File: src/rtl/rx_packet_sequencer.sv
// Frames UART receive bytes as HEADER, LEN, payload, TAIL and hands complete payloads to the core.
// Latency: outputs are registered; oPktValid and the tail byte's oRxClear rise the cycle after the tail byte is accepted.
// Backpressure: while a payload waits for iPktAck no byte is accepted, so iRxFlag stays high upstream.
module rx_packet_sequencer #(
  parameter int         MAX_LEN = 4,
  parameter int         TIMEOUT = 50000,
  parameter logic [7:0] HEADER  = 8'hFE,
  parameter logic [7:0] TAIL    = 8'hEF
) (
  input  logic                   clk,
  input  logic                   reset,
  input  logic                   iRxFlag,
  input  logic [7:0]             iRxData,
  output logic                   oRxClear,
  output logic                   oPktValid,
  input  logic                   iPktAck,
  output logic [2:0]             oPktLen,
  output logic [8*MAX_LEN-1:0]   oPktData,
  output logic                   oPktError,
  output logic                   oBusy
);

  localparam int TW = (TIMEOUT > 1) ? $clog2(TIMEOUT) : 1;

  typedef enum logic [2:0] {
    ST_HUNT,
    ST_LEN,
    ST_DATA,
    ST_TAIL,
    ST_DONE,
    ST_ERR
  } state_t;

  state_t        state;
  state_t        nextState;
  logic          drain;
  logic          accept;
  logic          lenOk;
  logic          timedOut;
  logic [2:0]    byteIdx;
  logic [TW-1:0] timer;

  always_comb begin
    accept    = iRxFlag && !drain &&
                (state inside {ST_HUNT, ST_LEN, ST_DATA, ST_TAIL});
    lenOk     = (iRxData != 8'd0) && (iRxData <= 8'(MAX_LEN));
    timedOut  = (timer == TW'(TIMEOUT - 1));
    nextState = state;
    case (state)
      ST_HUNT: if (accept && iRxData == HEADER) nextState = ST_LEN;
      ST_LEN: begin
        if (accept)        nextState = lenOk ? ST_DATA : ST_ERR;
        else if (timedOut) nextState = ST_ERR;
      end
      ST_DATA: begin
        if (accept) begin
          if (byteIdx == 3'(oPktLen - 3'd1)) nextState = ST_TAIL;
        end else if (timedOut) begin
          nextState = ST_ERR;
        end
      end
      ST_TAIL: begin
        if (accept)        nextState = (iRxData == TAIL) ? ST_DONE : ST_ERR;
        else if (timedOut) nextState = ST_ERR;
      end
      ST_DONE: if (iPktAck) nextState = ST_HUNT;
      ST_ERR:  nextState = ST_HUNT;
      default: nextState = ST_HUNT;
    endcase
  end

  always_ff @(posedge clk or negedge reset) begin
    if (!reset) state <= ST_HUNT;
    else        state <= nextState;
  end

  // Status outputs are driven from nextState so they line up with the state register.
  always_ff @(posedge clk or negedge reset) begin
    if (!reset) begin
      drain     <= 1'b0;
      oRxClear  <= 1'b0;
      oPktValid <= 1'b0;
      oPktError <= 1'b0;
      oBusy     <= 1'b0;
      timer     <= '0;
    end else begin
      drain     <= accept | (drain & iRxFlag);
      oRxClear  <= accept;
      oPktValid <= (nextState == ST_DONE);
      oPktError <= (nextState == ST_ERR);
      oBusy     <= (nextState != ST_HUNT);
      if (accept)
        timer <= '0;
      else if (state inside {ST_LEN, ST_DATA, ST_TAIL})
        timer <= timer + TW'(1);
    end
  end

  always_ff @(posedge clk or negedge reset) begin
    if (!reset) begin
      oPktLen  <= 3'd0;
      oPktData <= '0;
      byteIdx  <= 3'd0;
    end else if (accept) begin
      if (state == ST_HUNT && iRxData == HEADER)
        oPktData <= '0;
      if (state == ST_LEN && lenOk) begin
        oPktLen <= iRxData[2:0];
        byteIdx <= 3'd0;
      end
      if (state == ST_DATA) begin
        for (int k = 0; k < MAX_LEN; k++)
          if (byteIdx == 3'(k)) oPktData[8*k +: 8] <= iRxData;
        byteIdx <= byteIdx + 3'd1;
      end
    end
  end

endmodule
File: config.mk
export PLATFORM = sky130hd
export DESIGN_NAME = rx_packet_sequencer
export DESIGN_NICKNAME = d
export VERILOG_FILES = /design/src/rtl/rx_packet_sequencer.sv
export SDC_FILE = /design/constraint.sdc
export NUM_CORES = 1
export LEC_CHECK = 0
export CAP_MARGIN = 20
export CORE_MARGIN = 4
export CORE_UTILIZATION = 40
export DETAILED_ROUTE_END_ITERATION = 10
export PLACE_DENSITY = 0.7
export SLEW_MARGIN = 10
export SYNTH_ARGS = -nofsm -noshare
export SYNTH_HDL_FRONTEND = slang
export SYNTH_SLANG_ARGS = --single-unit
File: constraint.sdc
create_clock -name clk -period 1.9 [get_ports clk]
set_input_delay 0.19 -clock clk [delete_from_list [all_inputs] [get_ports clk]]
set_output_delay 0.19 -clock clk [all_outputs]
set_load 0.03 [all_outputs]
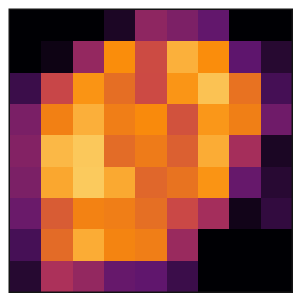
*Cell density map, run 1*
(3 px per um) The die is cut into 9 by 9 equal tiles; black is low, pale yellow is high, 0 to 100% covered.
- nearly empty tiles: 15%
- tiles over 75% full: 20%
- mean over tiles: 44%
- fullest tile: 88%
final core utilization: 0.5552
core area: 0.007214 sq mm
Init Core Util: 0.4088

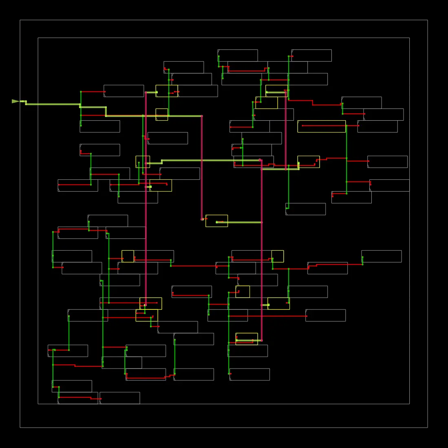
*Clock nets, run 1*
Clock Skew: 11.04 ps
CTS buffer count: 9
Clk power: 1.21 mW

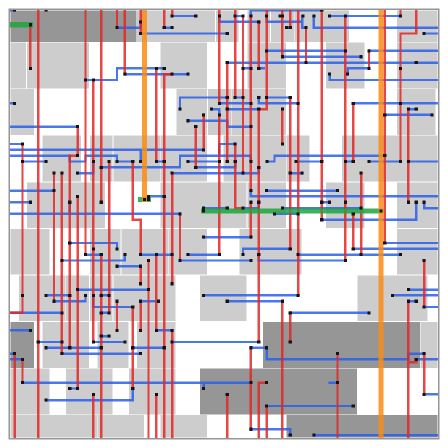
*Close-up of the layout, run 1*
Window x 34 to 59, y 34 to 59 um. Cells in grey, sequential cells in the stronger grey; small squares are vias.
- metal 3: green
- metal 2: red
- metal 1: blue
- metal 4: orange
- most frequent: buf_4 (14), dfrtp_1 (4)
- sequential cells in the window: 4
- cells with their middle in the window: 52
- netlist names of flops here include: timer (2)

==> qor.yml, run 1 <==
grt_pass1_wl_um: 12120
ys_sh_mux: 0.01527
simple_gate_area_frac: 0.2304
ys_sh_aoi: 0.1154
design_power_total_mw: 3.122
most-common-layout-cells: "62 x dfrtp_1, 57 x nand2_1, 49 x clkdlybuf4s50_1"
comb_area_sq_mm: 0.001301
grtUsageTotal: 0.1787
topCombFamilyByArea: "simple AND/OR/NAND/NOR gates"
clk_pin_slew_ps: 80
timing.rr.start: "oPktLen[0]"
antenna_found_initial: 0
ff_type: "dfrtp_1"
antenna_cells: 0
yosys.stat.seqShare: 0.5261
post_drt_wl_per_cell_um: 15.11
clock_latency_ps: 350
totalWireLength_um: 7239
syn_to_final_growth_pct: 35.81
crit_end: "oBusy"
setup_slack_ps: 142.2
post_cts_resized: 0
tns_ps: 0
die_w_um: 93.87
root_buffer: "clkbuf_8"
leakage_nw: 1.729
ys_sh_xor: 0.05049
cp_cell_sequence: "inv_1 -> ha_1 -> xor2_1 -> and4_1 -> a22oi_1 -> a31o_2 -> nand4_1"
ys_ff: 62
remaining_drc_errors: 0
finalMaxSlewViolations: 0
cp.required_ps: 2120
period_needed_ps: 1758
rsz0062_at_grt: "no"
ys_sh_adder: 0.02970
ys_chip_area_sq_mm: 0.002949
cts_tree: "built"
rows: 31
seq_area_sq_mm: 0.001551
final_area_sq_mm: 0.004005
gp_congestion: 0.8432
ys_warn_count: 0
post_cts_buffers: 0
grt_remaining_overflow: 0
vias: 2407
layout-drive-gt1-share: 0.1658
syn_inst: 293
hold_class: "in -> async"
antenna_left: 0
worstSetupEndpointType: "flop"
hpwl_um: 5146
warning_count: 29
synth_cell_types: 43
fillers: 653
io_buffers: 50
slowest_stage: "dfrtp_1"
dieArea_sq_mm: 0.008811
first_global_vias: 2442
postPlaceCellArea_sq_mm: 0.003787
ys_cells: 293
setup_viol: 0
edf_count: 0
hold_violations: 0
tightestPinTransition_ps: 483.7
finalClockPeriodUsage: 0.9251
drv_cap: 0
async_flop_share: 1.000
worstSetupPathType: "reg -> reg"
fp.dieH_um: 93.87
lay_top_count: "dfrtp_1"
place_ws_ps: -70.16
viasPerCell: 5.025
path_max_fanout: 4
fp_nets: 312
nets: 394
pwr_density_cell_mw_per_mm2: 779.5
cp_data_arrival_time_ps: 1980
r2r_slack_ps: 140
dr.pass1.iters: 5
num_io_pins: 51
holdBufCountCts: 1
irDropWorstVdd_uv: 350.5
cpPeakStageDelay_ps: 400
status: "finished clean"
regToRegEndpoint: "oBusy"
max_slew_margin: 0.6775
[run 1: synth_stat cells, types with 2 or more instances]
library cell  number  area, sq um
and2_1             2        12.51
o21ai_0           29        145.1
a2111oi_4          2        55.05
nor3b_4            3        56.30
buf_2              2        10.01
nand3_2            2        20.02
buf_4              2        15.01
xor2_1            12        105.1
nand2_1           57        214.0
ha_1               7        87.58
dfrtp_1           62         1551
nand4_1            9        56.30
nor2_1            23        86.33
nand3_1            9        45.04
inv_1             11        41.29
nor2b_1            2        12.51
and3_1             3        18.77
xnor2_1            5        43.79
nand2b_1           3        18.77
nor3_1             4        20.02
mux2_2             4        45.04
a22o_1             9        78.83
nor4_1             4        25.02
nand3b_1           2        15.01
clkbuf_1           7        26.28
[run 1: state kept, by name, summed over array words and instances (netlist names)]
name,count
oRxClear,1
oPktError,1
drain,1
oPktValid,1
state,3
oPktData,32
byteIdx,3
timer,16
oPktLen,3
oBusy,1
[run 1: worst max-delay path: cells and delay by family, from the launching register on]
kind	cells	cell delay, ps
flops	1	400
compound gates	2	400
simple gates	2	300
fa+ha+maj	1	300
xor+xnor	1	160
buf+inv	1	70
[run 1: routing by layer]
layer,GRT usage,vias up,part of all wire
met4,0.07581,0,0.021
met1,0.2384,1161,0.45
met2,0.2661,63,0.46
met5,0,-,0
li1,-,1167,-
met3,0.05769,16,0.070
[run 1: layout make-up]
cell class	count	share of cell area
clock buffer	10	0.03436
clock inverter	6	0.01749
inverter	12	0.01125
multi-input combinational	208	0.3249
sequential	62	0.3874
tap	99	0.03093
timing repair buffer	82	0.1937
[run 1: cells by family (layout without fill, tap and decap cells)]
logic type	Yosys count	in the layout
xor+xnor	17	17
buf+inv	23	110
fa+ha+maj	7	7
compound gates	48	48
simple gates	132	132
mux	4	4
flops	62	62
[run 1: metrics by stage]
stage	instances	hold slack (ps)
after floorplan	293	-105.6
after global placement	462	178.0
after detailed placement	462	183.2
after CTS	479	348.3
after global routing	479	379.0
final	479	330.9
[run 1: worst min path at each step]
stage | cells after the start | slack (ps) | to
after CTS | 2 | 350 | timer[3]
final | 2 | 330 | drain
after global routing | 2 | 380 | timer[12]
after global placement | 1 | 180 | timer[5]
after floorplan | 0 | -110 | byteIdx[0]
after detailed placement | 1 | 180 | timer[3]
[run 1: report_power, final]
group / internal [mW] / switching, mW / total [mW] / leakage, nW
clock network: 0.647 / 0.564 / 1.21 / 0.0951
registers: 1.39 / 0.0551 / 1.44 / 0.859
logic: 0.205 / 0.263 / 0.468 / 0.775
total: 2.24 / 0.882 / 3.12 / 1.73
### Clock distribution, run 1

(6 px per um)
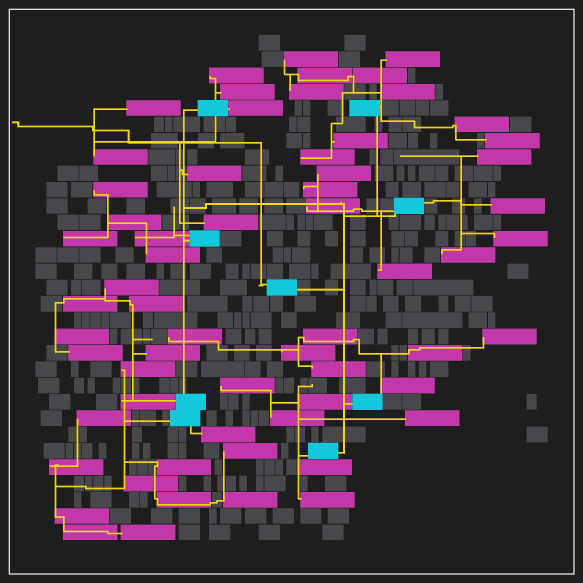

## Run 2: what changed since run 1
--- a/config.mk
+++ b/config.mk
@@ -10,6 +10,7 @@
 export CORE_UTILIZATION = 40
 export DETAILED_ROUTE_END_ITERATION = 10
 export PLACE_DENSITY = 0.7
+export SETUP_SLACK_MARGIN = 0.15
 export SLEW_MARGIN = 10
 export SYNTH_ARGS = -nofsm -noshare
 export SYNTH_HDL_FRONTEND = slang
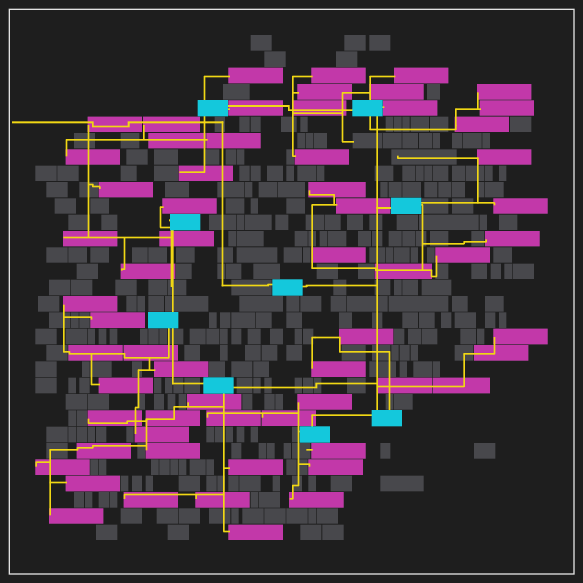
*Clock distribution, run 2*
(6 px per um)
- clock wires: yellow (length 832 um)
- clock drivers: cyan (count 9)
- flip-flops: magenta (count 62)
- flops lie: widely spread
Latency at later pin: 350 ps
Clock Skew: 14.02 ps
Clk power: 1.20 mW
clock share of power: 0.385

==> run 2 against run 1 <==
Cell count grew 0.21%. Largest power group unchanged. Fmax grew 3.4%. Non-clock buffer count grew 1. Critical path depth shrank 2.
==> qor.yml, run 2 <==
num_io_pins: 51  # unchanged
ys_chip_area_sq_mm: 0.002949  # unchanged
top_regs: "oPktData (32), timer (16)"  # unchanged
nets: 395  # was 394
pwr_density_cell_mw_per_mm2: 770.7  # was 779.5 mW/mm^2
path_max_fanout: 5  # was 4
rows: 31  # unchanged
ff_type: "dfrtp_1"  # unchanged
antenna_left: 0  # unchanged
status: "finished clean"  # unchanged
die_w_um: 93.87  # unchanged
cp_data_arrival_time_ps: 1980  # about the same
post_drt_wl_per_cell_um: 14.98  # was 15.11 um
r2r_cells: 5  # was 7
layout-drive-gt1-share: 0.1942  # was 0.1658
leakage_nw: 1.738  # was 1.729 nW
cts_buffer_depth: 2  # unchanged
largest_reg_flops: 32  # unchanged
dp.cells: 461  # was 462
worstSetupEndpointType: "flop"  # unchanged
regToRegEndpoint: "timer[13]"  # was oBusy
io_buffers: 50  # unchanged
grt_pass1_wl_um: 12260  # was 12120 um
grt_max_degree: 30  # was 32
hpwl_um: 5288  # was 5146 um
hold_class: "in -> async"  # unchanged
core-area_sq_mm: 0.007214  # unchanged
syn_inst: 293  # unchanged
grtUsageTotal: 0.1797  # was 0.1787
timing.rr.start: "drain"  # was oPktLen[0]
cts_tree: "built"  # unchanged
ys_ff: 62  # unchanged
yosys.area.top_type: "dfrtp_1"  # unchanged
dieArea_sq_mm: 0.008811  # unchanged
max_slew_margin: 0.7255  # was 0.6775
cp-start-kind: "flop"  # unchanged
dr.pass1.iters: 4  # was 5
grt_remaining_overflow: 0  # unchanged
htreeDepth: 3  # unchanged
tightestPinTransition_ps: 411.8  # was 483.7 ps
remaining_drc_errors: 0  # unchanged
warning_count: 30  # was 29
gp_congestion: 0.8417  # was 0.8432
tns_ps: 0  # unchanged
synth_top_area_share: 0.5261  # unchanged
r2r_slack_ps: 200  # was 140 ps
rsz0062_at_grt: "yes"  # was no
viasPerCell: 4.952  # was 5.025
drv_cap: 0  # unchanged
first_global_vias: 2458  # was 2442
root_buffer: "clkbuf_8"  # unchanged
synth_cell_types: 43  # unchanged
synth_top_cell_by_count: "dfrtp_1"  # unchanged
setup_viol: 0  # unchanged
fp_util: 0.4088  # unchanged
design_power_total_mw: 3.115  # was 3.122 mW
irDropWorstVdd_uv: 342.2  # was 350.5 uV
period_needed_ps: 1700  # was 1758 ps
antenna_cells: 0  # unchanged
finalClockPeriodUsage: 0.8947  # was 0.9251
fp.dieH_um: 93.87  # unchanged
worstSetupPathType: "reg -> reg"  # unchanged
cp.required_ps: 2180  # was 2120 ps
ys_warn_count: 0  # unchanged
drt_iter0_drc: 80  # was 138
edf_count: 0  # unchanged
ys_cells: 293  # unchanged
synthTopCellsByCount: "62 x dfrtp_1, 57 x nand2_1, 29 x o21ai_0"  # unchanged
clock_sinks: 62  # unchanged
numCtsBuffers: 9  # unchanged
async_flop_share: 1.000  # unchanged
lay_top_count: "dfrtp_1"  # unchanged
layoutNonFillerInstCount: 480  # was 479
fin_hold_ws_ps: 309.8  # was 330.9 ps
most-common-layout-cells: "57 x dfrtp_1, 56 x nand2_1, 49 x clkdlybuf4s50_1"  # was 62 x dfrtp_1, 57 x nand2_1, 49 x clkdlybuf4s50_1
fillers: 651  # was 653
vias: 2377  # was 2407
clk_pin_slew_ps: 80  # about the same
finalMaxSlewViolations: 0  # unchanged
syn_area_sq_mm: 0.002949  # unchanged
antenna_found_initial: 0  # unchanged
final_util: 0.5602  # was 0.5552
hold_violations: 0  # unchanged
top_register: "oPktData"  # unchanged
totalWireLength_um: 7192  # was 7239 um
yosys.stat.seqShare: 0.5261  # unchanged
synth_area_per_cell_sq_um: 10.07  # unchanged
fmax_mhz: 588.3  # was 568.9 MHz
topCellsByArea: "dfrtp_1 53%, nand2_1 7.3%, o21ai_0 4.9%"  # unchanged
fp_nets: 312  # unchanged
syn_to_final_growth_pct: 37.04  # was 35.81%
-- run 2: layer usage --
metal / global-route usage / vias to the layer above / part of all wire
met2: 0.2815 / 51 / 0.48
li1: - / 1168 / -
met5: 0 / - / 0
met1: 0.2362 / 1148 / 0.45
met4: 0.05776 / 0 / 0.015
met3: 0.05689 / 10 / 0.057
-- run 2: cell families after synthesis --
logic type,count (synthesis),synth area share
mux,4,0.01527
flops,62,0.5261
buf+inv,23,0.03267
compound gates,48,0.1154
xor+xnor,17,0.05049
fa+ha+maj,7,0.02970
simple gates,132,0.2304
-- run 2: power breakdown --
group | internal, mW | switching, mW | leakage [nW] | total (mW)
clock | 0.647 | 0.554 | 0.0987 | 1.20
combinational | 0.207 | 0.262 | 0.788 | 0.469
sequential | 1.39 | 0.0563 | 0.851 | 1.44
total | 2.24 | 0.872 | 1.74 | 3.11
-- run 2: worst max path at each step --
| stage | from | end | cells after the start |
|---|---|---|---|
| global placement | iRxFlag | timer[13] | 6 |
| CTS | drain | timer[13] | 5 |
| global route | drain | timer[13] | 5 |
| floorplan | oPktLen[0] | oBusy | 7 |
| finish | drain | timer[13] | 5 |
| detailed placement | iRxFlag | oPktValid | 7 |
-- run 2: area by class of cell --
cell class | count | area, sq um | area share
Sequential cell | 62 | 1558 | 0.3854
Multi-Input combinational cell | 208 | 1323 | 0.3272
Timing Repair Buffer | 83 | 783.3 | 0.1938
Clock buffer | 10 | 137.6 | 0.03406
Tap cell | 99 | 123.9 | 0.03065
Clock inverter | 6 | 71.32 | 0.01765
Inverter | 12 | 45.04 | 0.01115
-- run 2: critical path, stage by stage, from the launching register on --
cell and delay, ps:
dfrtp_2 450, nand2b_4 180, a2111oi_4 410, nand3_2 130
or3_1 340, a21oi_2 130
-- run 2: timing repair --
action	in CTS	in global routing
hold buffers	1	0
buffers inserted	0	2
setup endpoints to repair	0	21
hold endpoints to repair	15	0
resized	0	9
-- run 2: per-stage QoR --
step	area (sq um)	worst slack [ps]
2_1_floorplan	2952	174.2
3_3_place_gp	3782	-43.42
3_5_place_dp	3782	-71.78
4_1_cts	4001	161.5
5_1_grt	4041	110.0
6_report	4041	200.2
Power and IR drop assume default switching activity.
